File: config.mk
export PLATFORM = sky130hd
export DESIGN_NAME = mem_bus_arbiter
export DESIGN_NICKNAME = d
export VERILOG_FILES = /design/src/rtl/mem_bus_arbiter_pkg.sv /design/src/rtl/mem_bus_arbiter.sv
export SDC_FILE = /design/constraint.sdc
export NUM_CORES = 1
export LEC_CHECK = 0
export CORE_UTILIZATION = 30
export DETAILED_ROUTE_END_ITERATION = 8
export GPL_ROUTABILITY_DRIVEN = 0
export HOLD_SLACK_MARGIN = 0.06
export PLACE_DENSITY = 0.87
export SYNTH_ARGS = -nofsm -noshare
export SYNTH_HDL_FRONTEND = slang
export SYNTH_SLANG_ARGS = --single-unit
File: constraint.sdc
create_clock -name clk -period 3.65 [get_ports clk]
set_clock_uncertainty 0.2 [all_clocks]
set_input_delay 1.095 -clock clk [delete_from_list [all_inputs] [get_ports clk]]
set_output_delay 1.095 -clock clk [all_outputs]
set_load 0.01 [all_outputs]
File: src/rtl/mem_bus_arbiter_pkg.sv
// Shared types and constants for the system RAM arbiter between the CPU core and the DMA requester.
package mem_bus_arbiter_pkg;

    typedef enum logic {
        S_CPU = 1'b0,
        S_DMA = 1'b1
    } arb_state_e;

    typedef enum logic {
        OWN_CPU = 1'b0,
        OWN_DMA = 1'b1
    } owner_e;

    localparam logic [15:0] IO_ADDR_DEFAULT = 16'hbffc;

    // Counter width that stays at least one bit when the count range collapses to a single value.
    function automatic int cnt_w(input int n);
        return (n <= 1) ? 1 : $clog2(n);
    endfunction

endpackage

File: src/rtl/mem_bus_arbiter.sv
// Single-port RAM arbiter: CPU is the default owner, DMA steals bounded bursts by dropping cpu_ready.
// Also decodes the IO port register address for CPU accesses and muxes the CPU read-return path.
module mem_bus_arbiter
    import mem_bus_arbiter_pkg::*;
#(
    parameter int                ADDR_W    = 16,
    parameter int                DATA_W    = 8,
    parameter logic [ADDR_W-1:0] IO_ADDR   = ADDR_W'(IO_ADDR_DEFAULT),
    parameter int                MAX_BURST = 4,
    parameter int                CPU_MIN   = 1
) (
    input  logic              clk,
    input  logic              reset,
    input  logic [ADDR_W-1:0] cpu_addr_next,
    input  logic              cpu_we_next,
    input  logic [DATA_W-1:0] cpu_wdata,
    output logic              cpu_ready,
    output logic [DATA_W-1:0] cpu_rdata,
    input  logic              dma_req,
    input  logic [ADDR_W-1:0] dma_addr,
    input  logic              dma_we,
    input  logic [DATA_W-1:0] dma_wdata,
    output logic              dma_gnt,
    output logic              dma_rvalid,
    output logic [DATA_W-1:0] dma_rdata,
    output logic [ADDR_W-1:0] mem_addr,
    output logic              mem_we,
    output logic [DATA_W-1:0] mem_di,
    input  logic [DATA_W-1:0] mem_do,
    output logic              io_we,
    input  logic [DATA_W-1:0] io_rdata
);

    localparam int BURST_W = cnt_w(MAX_BURST);
    localparam int GUARD_W = cnt_w(CPU_MIN + 1);

    arb_state_e          state, state_nxt;
    logic [BURST_W-1:0]  burst_cnt, burst_nxt;
    logic [GUARD_W-1:0]  guard_cnt, guard_nxt;

    logic                owner_dma_p0;
    logic                io_hit_p0;
    logic                burst_last;
    logic                guard_ok;

    owner_e              owner_p1;
    logic                io_hit_p1;
    logic                vld_p1;
    logic [DATA_W-1:0]   rdata_hold;

    // Stage p0: ownership and bus steering for the access happening this cycle
    always_comb begin
        owner_dma_p0 = (state == S_DMA) && dma_req;
        io_hit_p0    = !owner_dma_p0 && (cpu_addr_next == IO_ADDR);

        cpu_ready = !owner_dma_p0;
        dma_gnt   = owner_dma_p0;
        mem_addr  = owner_dma_p0 ? dma_addr  : cpu_addr_next;
        mem_di    = owner_dma_p0 ? dma_wdata : cpu_wdata;
        mem_we    = owner_dma_p0 ? dma_we    : (cpu_we_next && !io_hit_p0);
        io_we     = io_hit_p0 && cpu_we_next;
    end

    assign burst_last = (burst_cnt == BURST_W'(MAX_BURST - 1));
    // Guard of 1 means the current CPU cycle is the last one owed, so DMA may be armed now.
    assign guard_ok   = (guard_cnt <= GUARD_W'(1));

    always_comb begin
        state_nxt = state;
        burst_nxt = burst_cnt;
        guard_nxt = guard_cnt;
        case (state)
            S_CPU: begin
                if (guard_cnt != '0) begin
                    guard_nxt = guard_cnt - GUARD_W'(1);
                end
                if (dma_req && guard_ok) begin
                    state_nxt = S_DMA;
                    burst_nxt = '0;
                end
            end
            S_DMA: begin
                if (owner_dma_p0) begin
                    burst_nxt = burst_cnt + BURST_W'(1);
                end
                if (!dma_req || burst_last) begin
                    state_nxt = S_CPU;
                    guard_nxt = GUARD_W'(CPU_MIN);
                end
            end
            default: begin
                state_nxt = S_CPU;
            end
        endcase
    end

    // Stage p1: register who owned the access so the RAM's 1-cycle read data is routed back
    always_ff @(posedge clk) begin
        if (!reset) begin
            state      <= S_CPU;
            burst_cnt  <= '0;
            guard_cnt  <= '0;
            owner_p1   <= OWN_CPU;
            io_hit_p1  <= 1'b0;
            vld_p1     <= 1'b0;
            rdata_hold <= '0;
        end else begin
            state     <= state_nxt;
            burst_cnt <= burst_nxt;
            guard_cnt <= guard_nxt;
            owner_p1  <= owner_dma_p0 ? OWN_DMA : OWN_CPU;
            io_hit_p1 <= io_hit_p0;
            vld_p1    <= owner_dma_p0 && !dma_we;
            if (owner_p1 == OWN_CPU) begin
                rdata_hold <= cpu_rdata;
            end
        end
    end

    // CPU sees fresh data after its own slot and the held value across DMA-stolen cycles.
    always_comb begin
        if (owner_p1 == OWN_CPU) begin
            cpu_rdata = io_hit_p1 ? io_rdata : mem_do;
        end else begin
            cpu_rdata = rdata_hold;
        end
        dma_rvalid = vld_p1;
        dma_rdata  = mem_do;
    end

endmodule
Figure 1. Clock distribution (run 1).
Bar = 20 um.
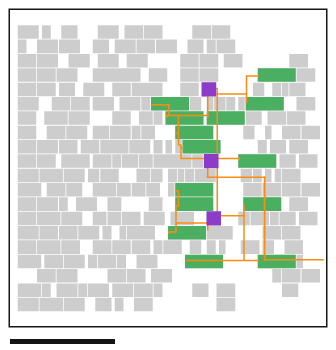
clock drivers -> purple  # count 3
clock wires -> orange  # length 171 um
flip-flops -> green  # count 14
routed clock nets = 4
share of total power in the clock network: 22.7%
Clock net power: 108 uW
clk latency late pin: 270 ps

Figure 2. Floorplan with the power grid (run 1).
Pins as bars on the die edge. Tap cells in grey.
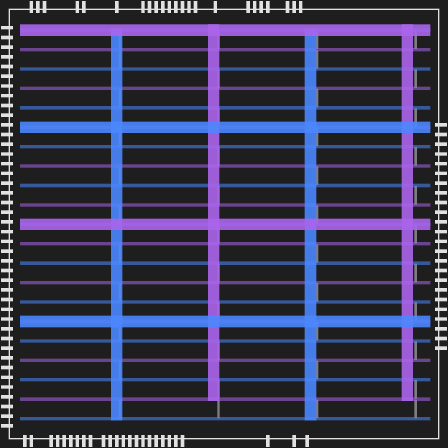
VDD -> purple
VSS -> blue
met4 straps = 4
met1 rails = 21
met5 straps = 4

Figure 3. Placement by cell class (run 1).
Bar = 20 um.
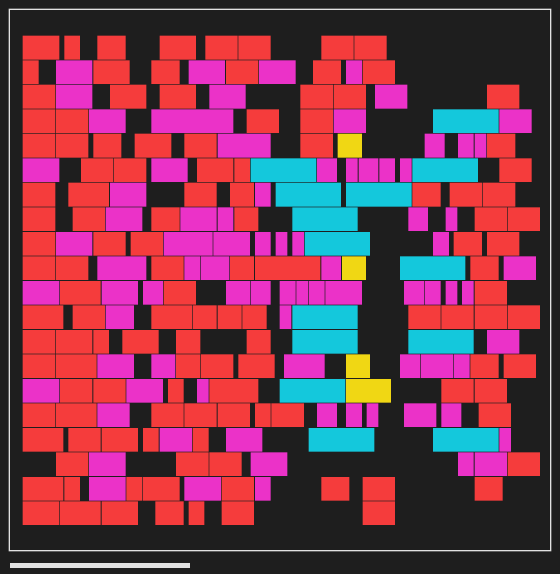
sequential cells -> cyan  # cells 14, share of their area 13%
remaining buffers and delay cells -> red  # cells 124, share of their area 55%
clock drivers and dummy loads -> yellow  # cells 4, share of their area 1.7%
combinational and other logic -> magenta  # cells 82, share of their area 31%
Placeable Area: 3130 sq um
Layout Utilization: 72.0%
fin area: 2250 sq um
Seq area share: 12.4%

Figure 4. Logic cells by family (run 1).
Bar = 20 um.
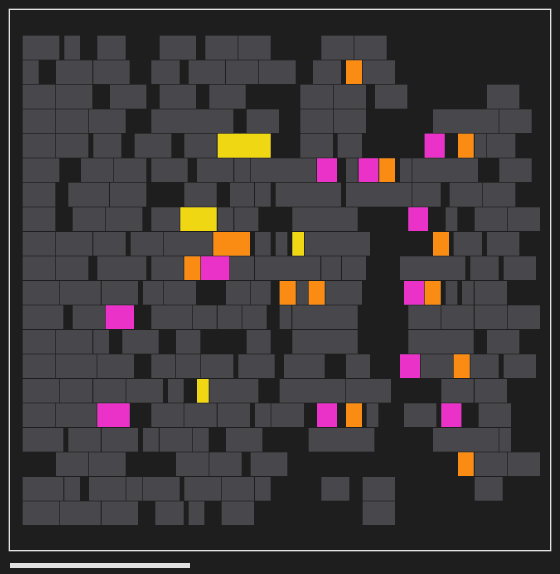
and/or cells -> magenta  # cells 11, most used and2_1
aoi and oai cells -> orange  # cells 12, most used o21ai_0
inv cells -> yellow  # cells 4, most used inv_1
Comb area share: 28.6%
Finished Layout Cells: 268

==> reports/metrics.cfg, run 1 <==
[final_layout]
largest_cell_class = non-clock buffers
inv_count = 4
flops = 14
fin_nets = 295
n_all_buffers = 124
logic_gates = 78
area_growth_pct = 124

[yosys]
synth_area_per_cell_sq_um = 9.33
syn_inst = 108
edf_count = 0
topCombFamilyByArea = multiplexers
yosysTopAreaCellShare_pct = 27.8
synth-seq-area-share_pct = 27.8
flop_cell = dfxtp_1
ys.flops = 14
synth_adder_area_share_pct = 1.24
ys_sh_aoi_pct = 7.70
xor_area_share_pct = 0

[route]
wl_mm = 3.64
antenna_left = 0
remaining_drc_errors = 0

[run_status]
status = complete, no violations

[power]
seq-power_uw = 163
p_leak_uw = 0.00101
maxPowerGroup = combinational logic
swShare_pct = 25.0
ir_drop_v = 0.0000912

[die]
taps = 44
die_w_um = 59.9
die_area_sq_um = 3590

[place]
place_hpwl_mm = 2.91
postPlaceCellArea_sq_um = 2150
port_buffers = 113
dp_cells = 260

[grt]
grt_pass1_wl_mm = 5.66
grt-ovfl-total = 0

[worst_hold_path]
hold_class = flop to flop

[worst_setup_path]
crit_path_cell_trace = clkdlybuf4s50_1, and4_1, nand4_1, o21a_1, clkdlybuf4s15_1
cp.required_ps = 2350
crit_arrival_ps = 2280

[final_timing]
setup_viol = 0
hold_viol_final = 0

-- run 1: per-layer routing --
metal  vias to the layer above  track usage, %  routed length, um
met5                         -               0                  0
met2                        73            42.1               1960
li1                        607               -                  -
met1                       568            19.8               1260
met4                         0            8.64                 31
met3                         4            6.28                387
-- run 1: final timing paths --
kind,start,to,slack (ps)
worst max-delay path,cpu_addr_next[6],mem_we,70
worst min-delay path,burst_cnt[1]$_SDFFE_PN0P_,burst_cnt[1]$_SDFFE_PN0P_,300
worst max register to register,state$_SDFF_PN0_,burst_cnt[0]$_SDFFE_PN0P_,2130
worst min register to register,burst_cnt[1]$_SDFFE_PN0P_,burst_cnt[1]$_SDFFE_PN0P_,300
-- run 1: worst min-delay path, cell delays in order, from the launching register on --
cell and delay [ps]:
dfxtp_1 320, nand2b_1 70, a21oi_1 60
-- run 1: metrics by stage --
stage	worst slack (ps)	util, %	hold WS [ps]
after global placement	-474	68.8	258
after detailed placement	-461	68.8	286
final	73.3	72.0	299
after floorplan	574	-	243
after global routing	-3.84	72.0	326
after CTS	-15.1	71.3	303
-- run 1: cells by family after synthesis --
kind of cell	Yosys count
multiplexers	32
AND-OR/OR-AND	14
buffers and inverters	16
AND/OR/NAND/NOR	31
adder cells (fa/ha/maj)	1
flip-flops	14
-- run 1: state kept, by name, indices dropped and copies added, names as in the netlist --
signal      flops
burst_cnt       2
dma_rvalid      1
io_hit_p1       1
owner_p1        1
rdata_hold      8
state           1
-- run 1: placed cells by master (no fill, tap or decap), types with 3 or more instances in the layout --
cell type	n
clkdlybuf4s50_1	65
mux2_2	22
dfxtp_1	14
dlygate4sd2_1	13
buf_6	13
buf_2	11
nand2_1	10
dlymetal6s2s_1	9
buf_4	9
mux2i_1	8
and2_1	8
o21ai_0	6
o21ai_1	3
clkbuf_4	3
Figure 5. Clock nets (run 1).
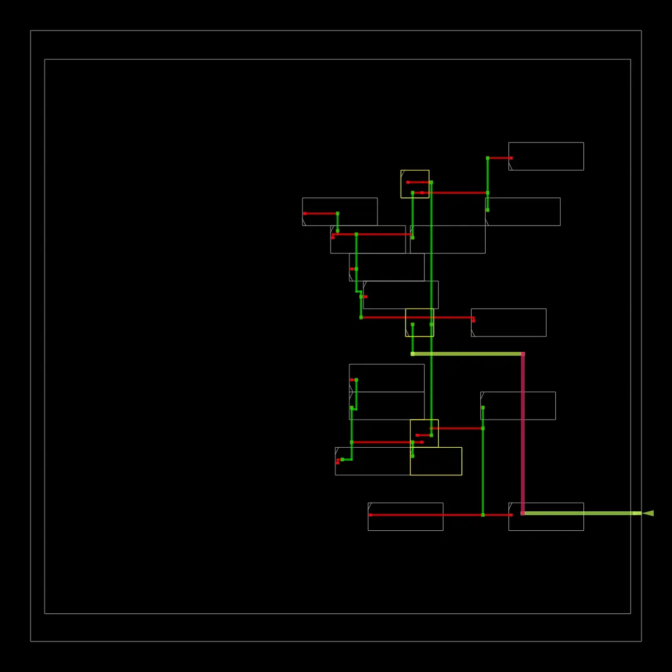

==> run 2: changes to the inputs <==
--- a/config.mk
+++ b/config.mk
@@ -5,11 +5,11 @@
 export SDC_FILE = /design/constraint.sdc
 export NUM_CORES = 1
 export LEC_CHECK = 0
-export CORE_UTILIZATION = 30
+export CORE_UTILIZATION = 45
 export DETAILED_ROUTE_END_ITERATION = 8
+export DONT_BUFFER_PORTS = 1
 export GPL_ROUTABILITY_DRIVEN = 0
 export HOLD_SLACK_MARGIN = 0.06
-export PLACE_DENSITY = 0.87
 export SYNTH_ARGS = -nofsm -noshare
 export SYNTH_HDL_FRONTEND = slang
 export SYNTH_SLANG_ARGS = --single-unit
Figure 6. Clock nets (run 2).
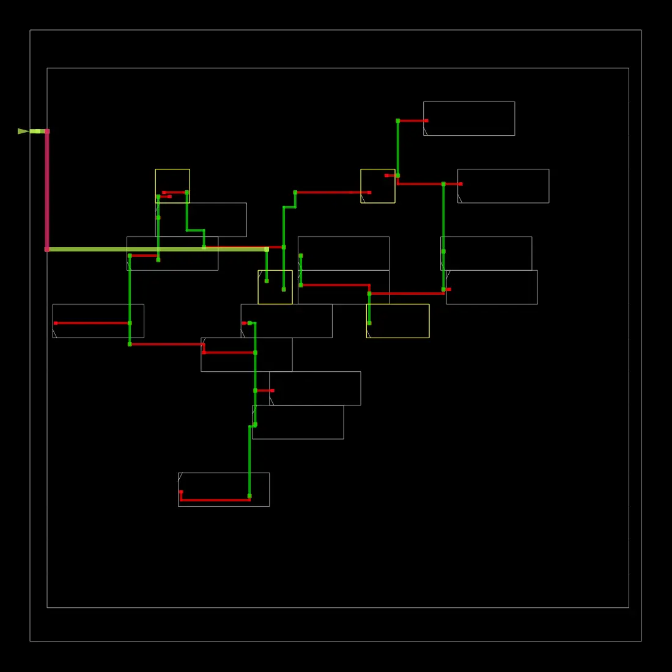
Clock net power: 107 uW
clock sink total: 14
registers: 14
CTS Buf Count: 3
CLK BUF: 4

==> reports/metrics.cfg, run 2 <==
[yosys]
yosysTopAreaCellShare_pct = 27.8
synth_top_cell_by_area = dfxtp_1
syn_inst = 108
flop_cell = dfxtp_1
synth-seq-area-share_pct = 27.8
edf_count = 0
synth_area_per_cell_sq_um = 9.33
ys.flops = 14

[clock_network]
clk_pin_slew_ps = 80
clk_latency_ps = 270
holdBufCountCts = 0
cts_max_level = 1
post_cts_buffers = 0

[route]
remaining_drc_errors = 0
antenna_left = 0
drt-vias-per-instance = 5.87
wl_mm = 2.06

[worst_setup_path]
r2r_cells = 3
cp.required_ps = 2350
crit_path_cell_trace = and2_4, inv_2, mux2_2
cp_top_family = multiplexers
crit_fanout = 20
path_class = input pin to output port
crit_arrival_ps = 2020

[place]
dp_cells = 122
port_buffers = 0
postPlaceCellArea_sq_um = 938
place_ws_ps = 338
place_hpwl_mm = 1.69

[run]
drv_cap = 0

[power]
swShare_pct = 25.2
comb_power_share_pct = 18.3
p_clk_share_pct = 32.4
ir_drop_v = 0.000205
p_sw_uw = 83.2
power_density_nw_per_um2 = 339
p_leak_uw = 0.000347

[final_layout]
fin_cells = 126
design_area_sq_um = 975
area_growth_pct = -3.23
mostFrequentLayoutCell = mux2_2
largest_register_ffs = 8
largest-register = rdata_hold
reg.largest.list = rdata_hold x8, burst_cnt x2
fin_nets = 170
fin_util_pct = 47.7
final_cell_mix = mux2_2 (24), dfxtp_1 (14), nand2_1 (10)

[final_timing]
slew_headroom_pct = 67.6
finalWorstSetupSlack_ps = 335
hold_ws_ps = 283
setup_viol = 0
period_used_pct = 90.8
hold_viol_final = 0
worstMarginPinSlew_ps = 480

[grt]
grt_pass1_wl_mm = 2.99
grt_pass1_vias = 671
grtUsageTotal_pct = 16.0
grt-ovfl-total = 0

[die]
coreArea_sq_um = 2040
die_area_sq_um = 2430
die_w_um = 49.3
die_height_um = 49.3

[worst_hold_path]
hold_class = flop to flop

[run_status]
status = complete, no violations

run 2: cell counts after synthesis:
Identical to the previous run, type by type.
run 2: worst paths after layout:
path,startpoint,end,slack (ps)
setup / recovery,dma_req,mem_addr[11],340
hold / removal,burst_cnt[1]$_SDFFE_PN0P_,burst_cnt[1]$_SDFFE_PN0P_,280
setup reg to reg,io_hit_p1$_SDFF_PN0_,rdata_hold[3]$_SDFFE_PN0N_,2050
hold reg to reg,burst_cnt[1]$_SDFFE_PN0P_,burst_cnt[1]$_SDFFE_PN0P_,280
run 2: power groups by stage:
stage | logic (uW) | clock network, uW | registers (uW)
after CTS | 61.1 | 112 | 163
after detailed placement | 60.8 | 0 | 166
after global placement | 60.4 | 0 | 166
after floorplan | 67.5 | 0 | 165
final | 60.6 | 107 | 163
after global routing | 65.2 | 118 | 164
run 2: kinds of logic after synthesis:
group | Yosys count | synth area share (%)
fa+ha+maj | 1 | 1.24
simple gates | 31 | 17.1
compound gates | 14 | 7.70
flops | 14 | 27.8
mux | 32 | 34.8
buf+inv | 16 | 11.3
run 2: area by class of cell:
class	instances	share of cell area, %
Tap cell	27	3.47
Inverter	3	1.16
Clock buffer	4	3.72
Sequential cell	14	28.8
Multi-Input combinational cell	78	62.9
run 2: worst min-delay path: stages (launching register included):
cell      delay, ps
dfxtp_1         320
nand2b_1         70
a21oi_1          50
run 2: per-layer routing:
metal  part of all wire [%]  vias up  routed length (um)  global-route usage, %
met5                      0        -                   0                      0
met4                   0.44        0                   9                   2.94
met3                    9.9        2                 204                   5.61
met2                     56       52                1140                   31.5
met1                     34      335                 699                   15.9
li1                       -      350                   -                      -
Figure 7. Clock distribution (run 2).
Bar = 10 um.
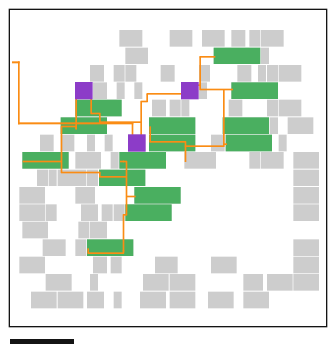

==> run 3: changes to the inputs <==
--- a/config.mk
+++ b/config.mk
@@ -10,6 +10,8 @@
 export DONT_BUFFER_PORTS = 1
 export GPL_ROUTABILITY_DRIVEN = 0
 export HOLD_SLACK_MARGIN = 0.06
+export PLACE_DENSITY = 0.7
 export SYNTH_ARGS = -nofsm -noshare
 export SYNTH_HDL_FRONTEND = slang
 export SYNTH_SLANG_ARGS = --single-unit
+export TNS_END_PERCENT = 1
Figure 8. Clock distribution (run 3).
Bar = 10 um.
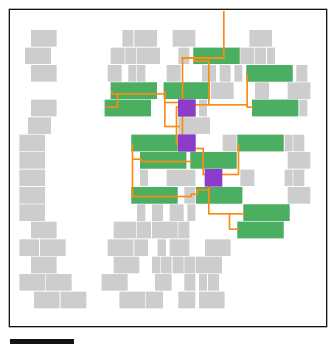
clock drivers -> purple  # count 3
flip-flops -> green  # count 14
clock wires -> orange  # length 144 um
routed clock nets = 4

==> reports/metrics.cfg, run 3 <==
[run_status]
status = complete, no violations

[yosys]
synth.area.mux_share_pct = 34.8
synth_area_per_cell_sq_um = 9.33
flop_cell = dfxtp_1
topCombFamilyByArea = multiplexers
yosys_area_sq_um = 1010
syn_inst = 108
ys.flops = 14
synth_adder_area_share_pct = 1.24
synth-seq-area-share_pct = 27.8
ys_sh_aoi_pct = 7.70
ys_cells = 108
yosysTopAreaCellShare_pct = 27.8
ys_sh_simple_pct = 17.1
xor_area_share_pct = 0
fp_nets = 178
post-synth-top-count-cell = mux2_2
synth_top_cell_by_area = dfxtp_1
top_cells_by_area = dfxtp_1 (28%), mux2_2 (27%), mux2i_1 (8.0%), buf_4 (7.5%), and2_1 (5.0%)
edf_count = 0
ys_warn_count = 0

[worst_setup_path]
crit_path_cell_trace = nor4bb_1, nand4_1, nor3_1
path_class = input pin to output port
crit_arrival_ps = 2030
cp.required_ps = 2350
max_stage_delay_ps = 380
cp_slowest_cell = nor4bb_1
crit_fanout = 3

[die]
io_pins = 114
die_w_um = 49.3
coreArea_sq_um = 2040
die_area_sq_um = 2430
die_height_um = 49.3

[power]
p_leak_uw = 0.000347
ir_drop_v = 0.000133
power_uw = 329
power_density_nw_per_um2 = 337

[clock_network]
cts_made_buffers = 3
cts.sink_count = 14
cts_max_level = 1
clk_latency_ps = 260
holdBufCountCts = 0
root_buffer = clkbuf_4
post_cts_buffers = 0
clk_pin_slew_ps = 80
cts_tree = done

[final_timing]
finalWorstSetupSlack_ps = 324
hold_ws_ps = 283
maxSlewViolCount = 0
worstMarginPinSlew_ps = 428
period_used_pct = 91.1
setup_viol = 0
hold_viol_final = 0
period_needed_ps = 3330
slew_headroom_pct = 71.2
fin_setup_tns_ps = 0

[route]
wl_mm = 2.03
drt-vias-per-instance = 6.02
remaining_drc_errors = 0
vias = 758
drt_iter0_drc = 7
antenna_left = 0

[final_layout]
mostFrequentLayoutCell = mux2_2
largest-register = rdata_hold
area_growth_pct = -3.23
reg.largest.list = rdata_hold x8, burst_cnt x2
final_cell_mix = mux2_2 (24), dfxtp_1 (14), nand2_1 (10)
largest_register_ffs = 8
fin_nets = 170
drive_gt1_share_pct = 31.3

[grt]
grtUsageTotal_pct = 16.1
grt-ovfl-total = 0
grt_max_degree = 21
grt_pass1_vias = 717
grt_pass1_wl_mm = 3.05

[place]
port_buffers = 0
place_hpwl_mm = 1.74
place_ws_ps = 290

[worst_hold_path]
hold_class = flop to flop

[run]
drv_cap = 0

-- run 3: cell counts in the layout (fill, tap and decap cells not counted) --
No cell type changed its count.
-- run 3: final cells by class --
cell class | instances | area, sq um | area share, %
multi-input combinational | 78 | 613 | 62.9
inverter | 3 | 11.3 | 1.16
clock buffer | 4 | 36.3 | 3.72
sequential | 14 | 280 | 28.8
tap | 27 | 33.8 | 3.47
-- run 3: metrics by stage --
step	instances	cell area [sq um]	util, %
finish	126	975	47.7
global route	126	975	47.7
CTS	126	975	47.7
detailed placement	122	938	46.0
global placement	122	938	46.0
floorplan	108	1010	-
-- run 3: routing by layer --
metal	global-route usage [%]	wire [um]	part of all wire [%]
met1	17.1	736	36
met2	31.1	1130	56
met3	3.12	161	7.9
met4	4.90	0	0
met5	0	0	0
-- run 3: power by group --
group / switching, uW / internal (uW) / total, uW / leakage (uW)
clock network: 45.1 / 60.5 / 106 / 0.0000210
logic: 33.1 / 27.2 / 60.3 / 0.000211
registers: 3.36 / 159 / 163 / 0.000115
-- run 3: worst paths after layout --
| kind | to | depth (start not counted) | slack [ps] | startpoint |
|---|---|---|---|---|
| worst min register to register | burst_cnt[1]$_SDFFE_PN0P_ | 2 | 280 | burst_cnt[1]$_SDFFE_PN0P_ |
| worst max register to register | rdata_hold[4]$_SDFFE_PN0N_ | 3 | 2120 | io_hit_p1$_SDFF_PN0_ |
| worst min-delay path | burst_cnt[1]$_SDFFE_PN0P_ | 2 | 280 | burst_cnt[1]$_SDFFE_PN0P_ |
| worst max-delay path | io_we | 3 | 320 | cpu_addr_next[1] |
-- run 3: critical path, delay by kind of cell --
kind             cells  cell delay [ps]
AND/OR/NAND/NOR      3              940
Power figures rest on the tool's default switching activity, not on a simulated workload.
